==> src/rtl/fu_issue_pkg.sv <==
// fu_issue_pkg: shared widths, reservation-station entry type and wakeup match for fu_issue_rs
package fu_issue_pkg;
  localparam int INST_ID_BITS = 6;
  localparam int PRN_BITS = 6;
  localparam int MAX_OPERANDS = 3;
  localparam int DEPTH = 4;
  localparam int IDX_BITS = $clog2(DEPTH);
  typedef logic [PRN_BITS-1:0] prn_arr_t [MAX_OPERANDS];
  typedef logic flag_arr_t [MAX_OPERANDS];
  typedef struct packed {
    logic valid;
    logic [INST_ID_BITS-1:0] inst_id;
    logic [31:0] inst;
    logic [63:0] pc;
    logic [MAX_OPERANDS-1:0][PRN_BITS-1:0] src_prn;
    logic [MAX_OPERANDS-1:0] src_rdy;
    logic [MAX_OPERANDS-1:0][PRN_BITS-1:0] out_prn;
  } rs_entry_t;
  function automatic logic wake_match(input logic wb_valid, input flag_arr_t wb_data_valid,
                                      input prn_arr_t wb_prn, input logic [PRN_BITS-1:0] prn);
    wake_match = 1'b0;
    for (int j = 0; j < MAX_OPERANDS; j++)
      wake_match |= wb_valid && wb_data_valid[j] && (wb_prn[j] == prn);
  endfunction
endpackage

==> src/rtl/fu_issue_rs_select.sv <==
// rs_select_lowest: DEPTH-wide priority encoder granting the lowest-index request
module rs_select_lowest
  import fu_issue_pkg::*;
(
  input  logic [DEPTH-1:0]    req,
  output logic [IDX_BITS-1:0] idx,
  output logic                valid
);
  always_comb begin
    idx = '0;
    for (int i = DEPTH - 1; i >= 0; i--) idx = req[i] ? IDX_BITS'(i) : idx;
  end
  assign valid = |req;
endmodule

==> src/rtl/fu_issue_rs.sv <==
// fu_issue_rs: per-FU reservation station with wakeup, lowest-index select and registered issue; FU_ISSUE_RS_BYPASS_EN enables same-cycle broadcast bypass
module fu_issue_rs
  import fu_issue_pkg::*;
(
  input  logic                    clk,
  input  logic                    rst,
  input  logic                    flush,
  input  logic                    disp_valid,
  output logic                    disp_ready,
  input  logic [INST_ID_BITS-1:0] disp_inst_id,
  input  logic [31:0]             disp_inst,
  input  logic [63:0]             disp_pc,
  input  logic [PRN_BITS-1:0]     disp_src_prn [MAX_OPERANDS],
  input  logic                    disp_src_rdy [MAX_OPERANDS],
  input  logic [PRN_BITS-1:0]     disp_out_prn [MAX_OPERANDS],
  input  logic                    wb_valid,
  input  logic [PRN_BITS-1:0]     wb_prn [MAX_OPERANDS],
  input  logic                    wb_data_valid [MAX_OPERANDS],
  input  logic [63:0]             wb_data [MAX_OPERANDS],
  output logic [PRN_BITS-1:0]     prf_rd_prn [MAX_OPERANDS],
  input  logic [63:0]             prf_rd_data [MAX_OPERANDS],
  output logic [INST_ID_BITS-1:0] inst_id,
  output logic [31:0]             inst,
  output logic [63:0]             op [MAX_OPERANDS],
  output logic [PRN_BITS-1:0]     out_prn [MAX_OPERANDS],
  output logic [63:0]             pc,
  output logic                    inst_valid
);
  rs_entry_t rs [DEPTH];
  rs_entry_t disp_entry;
  logic [DEPTH-1:0] vld, rdy;
  logic [DEPTH-1:0][MAX_OPERANDS-1:0] wake;
  logic [IDX_BITS-1:0] free_idx, sel_idx;
  logic sel_v;
  logic [63:0] op_next [MAX_OPERANDS];
  always_comb begin
    for (int i = 0; i < DEPTH; i++) begin
      vld[i] = rs[i].valid;
      for (int k = 0; k < MAX_OPERANDS; k++)
        wake[i][k] = wake_match(wb_valid, wb_data_valid, wb_prn, rs[i].src_prn[k]);
`ifdef FU_ISSUE_RS_BYPASS_EN
      rdy[i] = rs[i].valid && &(rs[i].src_rdy | wake[i]);
`else
      rdy[i] = rs[i].valid && &rs[i].src_rdy;
`endif
    end
  end
  rs_select_lowest u_free (.req(~vld), .idx(free_idx), .valid(disp_ready));
  rs_select_lowest u_sel (.req(rdy), .idx(sel_idx), .valid(sel_v));
  always_comb begin
    for (int k = 0; k < MAX_OPERANDS; k++) prf_rd_prn[k] = sel_v ? rs[sel_idx].src_prn[k] : '0;
  end
`ifdef FU_ISSUE_RS_BYPASS_EN
  always_comb begin
    for (int k = 0; k < MAX_OPERANDS; k++) begin
      op_next[k] = prf_rd_data[k];
      for (int j = 0; j < MAX_OPERANDS; j++)
        op_next[k] = (wb_valid && wb_data_valid[j] && wb_prn[j] == prf_rd_prn[k]) ? wb_data[j] : op_next[k];
    end
  end
`else
  logic unused_wb;
  always_comb begin
    unused_wb = 1'b0;
    for (int k = 0; k < MAX_OPERANDS; k++) begin
      op_next[k] = prf_rd_data[k];
      unused_wb ^= ^wb_data[k];
    end
  end
`endif
  always_comb begin
    disp_entry = '0;
    disp_entry.valid = 1'b1;
    disp_entry.inst_id = disp_inst_id;
    disp_entry.inst = disp_inst;
    disp_entry.pc = disp_pc;
    for (int k = 0; k < MAX_OPERANDS; k++) begin
      disp_entry.src_prn[k] = disp_src_prn[k];
      disp_entry.src_rdy[k] = disp_src_rdy[k] | wake_match(wb_valid, wb_data_valid, wb_prn, disp_src_prn[k]);
      disp_entry.out_prn[k] = disp_out_prn[k];
    end
  end
  always_ff @(posedge clk) begin
    if (rst) begin
      for (int i = 0; i < DEPTH; i++) rs[i] <= '0;
      inst_valid <= 1'b0;
      inst_id <= '0;
      inst <= '0;
      pc <= '0;
      for (int k = 0; k < MAX_OPERANDS; k++) begin
        op[k] <= '0;
        out_prn[k] <= '0;
      end
    end else if (flush) begin
      for (int i = 0; i < DEPTH; i++) rs[i].valid <= 1'b0;
      inst_valid <= 1'b0;
    end else begin
      for (int i = 0; i < DEPTH; i++) rs[i].src_rdy <= rs[i].src_rdy | wake[i];
      inst_valid <= sel_v;
      if (sel_v) begin
        rs[sel_idx].valid <= 1'b0;
        inst_id <= rs[sel_idx].inst_id;
        inst <= rs[sel_idx].inst;
        pc <= rs[sel_idx].pc;
        for (int k = 0; k < MAX_OPERANDS; k++) begin
          op[k] <= op_next[k];
          out_prn[k] <= rs[sel_idx].out_prn[k];
        end
      end
      if (disp_valid && disp_ready) rs[free_idx] <= disp_entry;
    end
  end
endmodule

==> config.mk <==
export PLATFORM = sky130hd
export DESIGN_NAME = fu_issue_rs
export DESIGN_NICKNAME = d
export VERILOG_FILES = /design/src/rtl/fu_issue_pkg.sv /design/src/rtl/fu_issue_rs_select.sv /design/src/rtl/fu_issue_rs.sv
export SDC_FILE = /design/constraint.sdc
export NUM_CORES = 2
export LEC_CHECK = 0
export CAP_MARGIN = 20
export CORE_AREA = 5 5 336 338
export CTS_CLUSTER_DIAMETER = 150
export DETAILED_ROUTE_END_ITERATION = 10
export DIE_AREA = 0 0 341 343
export PLACE_DENSITY = 0.64
export SLEW_MARGIN = 30
export SYNTH_ARGS = -nofsm -noshare
export SYNTH_HDL_FRONTEND = slang
export SYNTH_HIERARCHICAL = 1
export SYNTH_SLANG_ARGS = --single-unit
==> constraint.sdc <==
create_clock -name clk -period 5.9 [get_ports clk]
set_input_delay 1.18 -clock clk [delete_from_list [all_inputs] [get_ports clk]]
set_output_delay 1.18 -clock clk [all_outputs]
set_load 0.05 [all_outputs]
==> qor.txt <==
Ys async rst share = 0
Clock buf/inv share = 0.0654
Post_cts resized = 0
Post-CTS Hold Buffers = 0
Rows = 122
Inverters = 10
Clock-pin slew on the worst setup and hold paths = 0.05 ns
GPL Wtd Cong = 0.849
CP startpoint = rs[0][18]
Synthesis-to-finish area growth = 28.9%
Num CTS Buffers = 97
EDFF count, synth = 564
Die area = 117,000 sq um
Seq/Total Area, Yosys = 0.600
Clk_skew = 0.0346 ns
Crit path DAT = 3.74 ns
Warnings, synthesis = 6
Ys cells = 3,224
Sw Ratio = 0.221
Layout cell share with drive strength beyond 1 = 0.0928
CTS H-tree lvls = 3
FILL cells = 10,000
Per-cell routed wire length = 23.5 um
Non-clock buffers = 741
Top-area cell share = 0.436
Final instance area = 50,000 sq um
Pre-Place Util = 0.354
Endpoints failing hold = 0
DR pass1 iterations = 5
Final WL = 125,000 um
Post-synth regs = 881
Synthesized cell area = 38,800 sq um
Psw = 3.06 mW
Sequential cell area share = 0.465
First-pass GRT wire length = 180,000 um
WP buf/inv = 2
Period utilisation layout = 0.835
CTS tree = built
CTS Root Cell = clkbuf_16
Max-cap check violation count = 0
Logic share of the area = 0.282
Final ANT Viol Nets = 0
Core region area = 110,000 sq um
Endpoints failing setup = 0
Diode count = 17
Status = completed
DR iter-0 viols = 2,169
Comb power frac = 0.062
Max VDD drop = 194 uV
Clock Sinks = 881
Crit Path Category = register to primary output
Tool warning count = 233
Int Power = 10.8 mW
PortBufs = 690
Clock buffer depth = 3
Die Span Y = 343 um
IO Count = 883
Chip area line of the yosys report = 38,800 sq um
Post-route minimum period = 4.92 ns
Clk pwr share = 0.446
Worst Path Required = 4.72 ns
Hpwl dp = 81,000 um
CP cell instances = and4_1 -> nor3_2 -> buf_4 -> mux4_2 -> and2_1 -> clkdlybuf4s50_1
FF/Latch Area = 23,300 sq um
Slew @ Worst Pin = 0.998 ns
Startpoint class of the critical path = register
Total Routing Usage GR = 0.205
Most common library cells after synthesis = 626 x nand2_1, 572 x and2_1, 564 x edfxtp_1
Syn Inst Count = 3,224
Crit. End Element = primary output
Post-synth area hogs = edfxtp_1 44%, dfxtp_1 16%, and2_1 9.2%
Via count = 26,900
RR Startpoint = rs[2][18]
Largest net degree at the start of global routing = 144
Via density = 5.04
Yosys top cell by area = edfxtp_1
Mean post-synth cell area = 12.0 sq um
Num tapcells = 1,426
CP peak stage delay = 0.72 ns
DRC viols = 0
Placed Area = 46,700 sq um
Most frequent cell after synthesis = nand2_1
Setup Fix Bufs, Post-CTS = 0
Max-slew violations = 0
Flops = 881
DIE WIDTH = 341 um
Worst min-delay path category = register to register
Clkbuf count = 140
Sequential power share = 0.492
Synth Flop Type = edfxtp_1
MI comb area = 14,100 sq um
Clk ins delay skew pair = 0.66 ns
Slew headroom = 0.335
Initial antenna violation count = 50
PwrDens = 277 nW/um^2
Nets = 4,356
Synth unique cells = 39
Crit-path leading delay family = buffers and inverters
Fin Setup TNS = 0 ns
FMAX = 203 MHz
CP Max Fanout = 39
Data buffer area share = 0.150
Area-dominant class = flip-flops and latches
Hold_sp = op[191]
Multi-In Gates = 2,074
Slowest CP cell = clkdlybuf4s50_1
Pleak = 17.0 nW
Total power = 13.9 mW
Vias in the first global route = 26,300
RSZ-0062 raised after global routing = no
Grt ovf = 0
Nets at Floorplan = 3,775
## worst min-delay path: cells and delay by family (launching register included)
family	cells	cell delay [ns]
and+or+nand+nor	1	0.05
AOI/OAI and AO/OA	1	0.05
DFF	1	0.31
## metrics by stage
step / std cells / worst slack (ns) / hold WS, ns / util
finish: 5333 / 0.976 / 0.451 / 0.456
global route: 5330 / 0.869 / 0.469 / 0.456
CTS: 5316 / 0.893 / 0.454 / 0.456
floorplan: 3224 / 0.682 / 0.475 / -
global placement: 5132 / 1.57 / 0.442 / 0.426
detailed placement: 5132 / 1.51 / 0.446 / 0.426
## worst paths after layout
check	endpoint	slack, ns	depth (start not counted)
worst max-delay path	prf_rd_prn[3]	0.98	6
worst min register to register	op[191]	0.45	2
worst max register to register	inst_id[0]	2.42	7
worst min-delay path	op[191]	0.45	2
## registers in the layout, summed over array words and instances, names as in the netlist
signal / flops
rs: 568
inst_id: 6
op: 192
pc: 64
inst_valid: 1
out_prn: 18
inst: 32
## cell families (layout without fill, tap and decap cells)
family / Yosys count / count (layout) / synth area share
and+or+nand+nor: 1336 / 1336 / 0.177
DFF: 881 / 881 / 0.600
AOI/OAI and AO/OA: 330 / 330 / 0.0443
xor gates and xnor gates: 270 / 270 / 0.0609
buffers and inverters: 269 / 935 / 0.0383
muxes: 138 / 138 / 0.0801
other: 0 / 17 / 0
## power groups by stage
stage	Clock (mW)	Combinational (mW)	Sequential, mW
finish	6.18	0.862	6.81
global route	6.56	0.919	6.82
CTS	6.31	0.870	6.81
detailed placement	0	0.865	6.94
global placement	0	0.860	6.93
floorplan	0	0.434	6.93
## layout by cell type, fill, tap and decap left out, types with 2 or more instances in the layout
| cell type | count |
|---|---|
| clkinv_1 | 9 |
| nor3_4 | 4 |
| nand4_1 | 45 |
| xor2_1 | 135 |
| clkbuf_1 | 29 |
| and2_1 | 572 |
| clkdlybuf4s50_1 | 689 |
| clkinv_4 | 3 |
| nor4_1 | 51 |
| clkbuf_8 | 10 |
| or4_4 | 2 |
| inv_1 | 8 |
| mux4_2 | 138 |
| a31o_2 | 4 |
| clkbuf_16 | 101 |
| buf_4 | 33 |
| nand2_1 | 625 |
| dfxtp_1 | 317 |
| clkinvlp_4 | 3 |
| and4_1 | 4 |
| diode_2 | 17 |
| xnor2_1 | 135 |
| or2_4 | 2 |
| buf_12 | 18 |
| o2bb2ai_1 | 6 |
| edfxtp_1 | 564 |
| or4_1 | 7 |
| a22o_1 | 6 |
| nand3b_1 | 2 |
| clkinv_2 | 13 |
| bufinv_16 | 8 |
| clkinv_8 | 2 |
| inv_6 | 6 |
| a21oi_1 | 312 |
| nor2_1 | 6 |
| nand2b_1 | 5 |
## per-layer routing
| layer | part of all wire | wire (um) | GRT usage |
|---|---|---|---|
| met5 | 0.0010 | 125 | 0 |
| met4 | 0.038 | 4760 | 0.0785 |
| met3 | 0.070 | 8770 | 0.0464 |
| met2 | 0.50 | 62600 | 0.354 |
| met1 | 0.39 | 49000 | 0.251 |
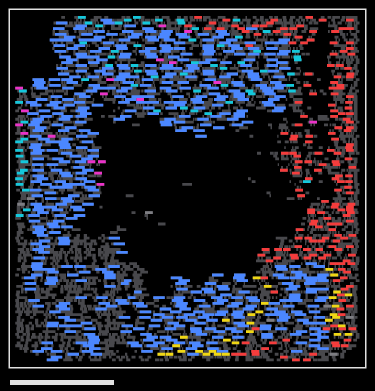
Fig. 1. Where the registers sit.
Scale bar: 100 um. Other sequential cells in the stronger grey, the rest of the logic in the fainter grey.
- `op`: red (flops 192; where a vertical strip on the right)
- `inst`: yellow (flops 32)
- `rs`: blue (flops 568; where widely spread)
- `out_prn`: magenta (flops 18)
- `pc`: cyan (flops 64)
- not coloured: 7

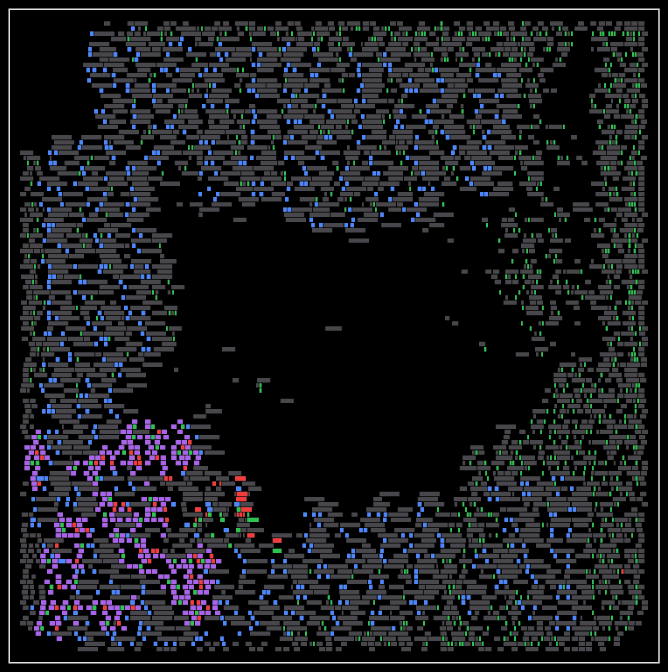
Fig. 2. Gate families picked out.
- NOR gates: red (cells 66; where bottom left)
- XOR/XNOR gates: purple (cells 270; where bottom left)
- NAND gates: green (cells 681; where widely spread)
- AND and OR gates: blue (cells 589; where widely spread)

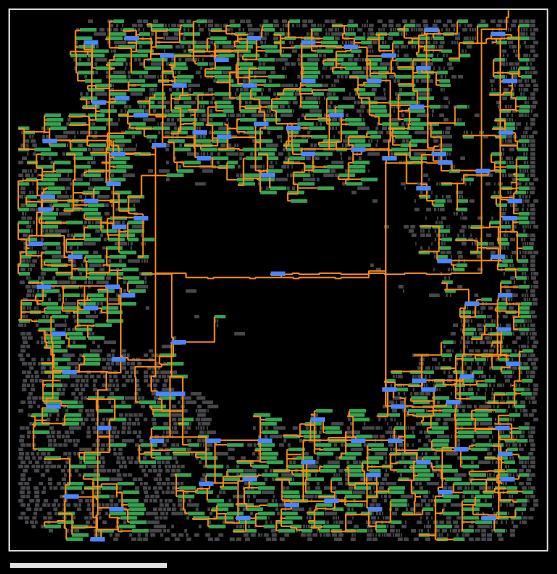
Fig. 3. Routed clock nets over the placement.
Scale bar: 100 um.
- cells driving clock nets: blue (count 97)
- flip-flops: green (count 881)
- clock wires: orange (length 11,400 um)
- flops lie: widely spread

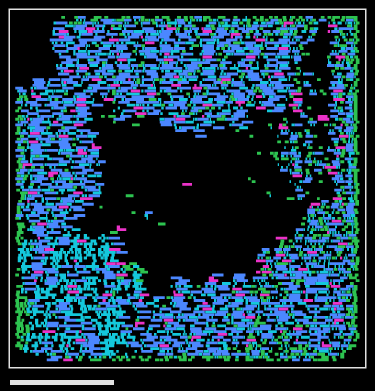
Fig. 4. Cell classes on the final placement.
Scale bar: 100 um.
- all other logic: cyan (cells 2,084)
- other buffers and delay cells: green (cells 741)
- flops: blue (cells 881)
- clock drivers and dummy loads: magenta (cells 184)

Power figures rest on the tool's default switching activity, not on a simulated workload.
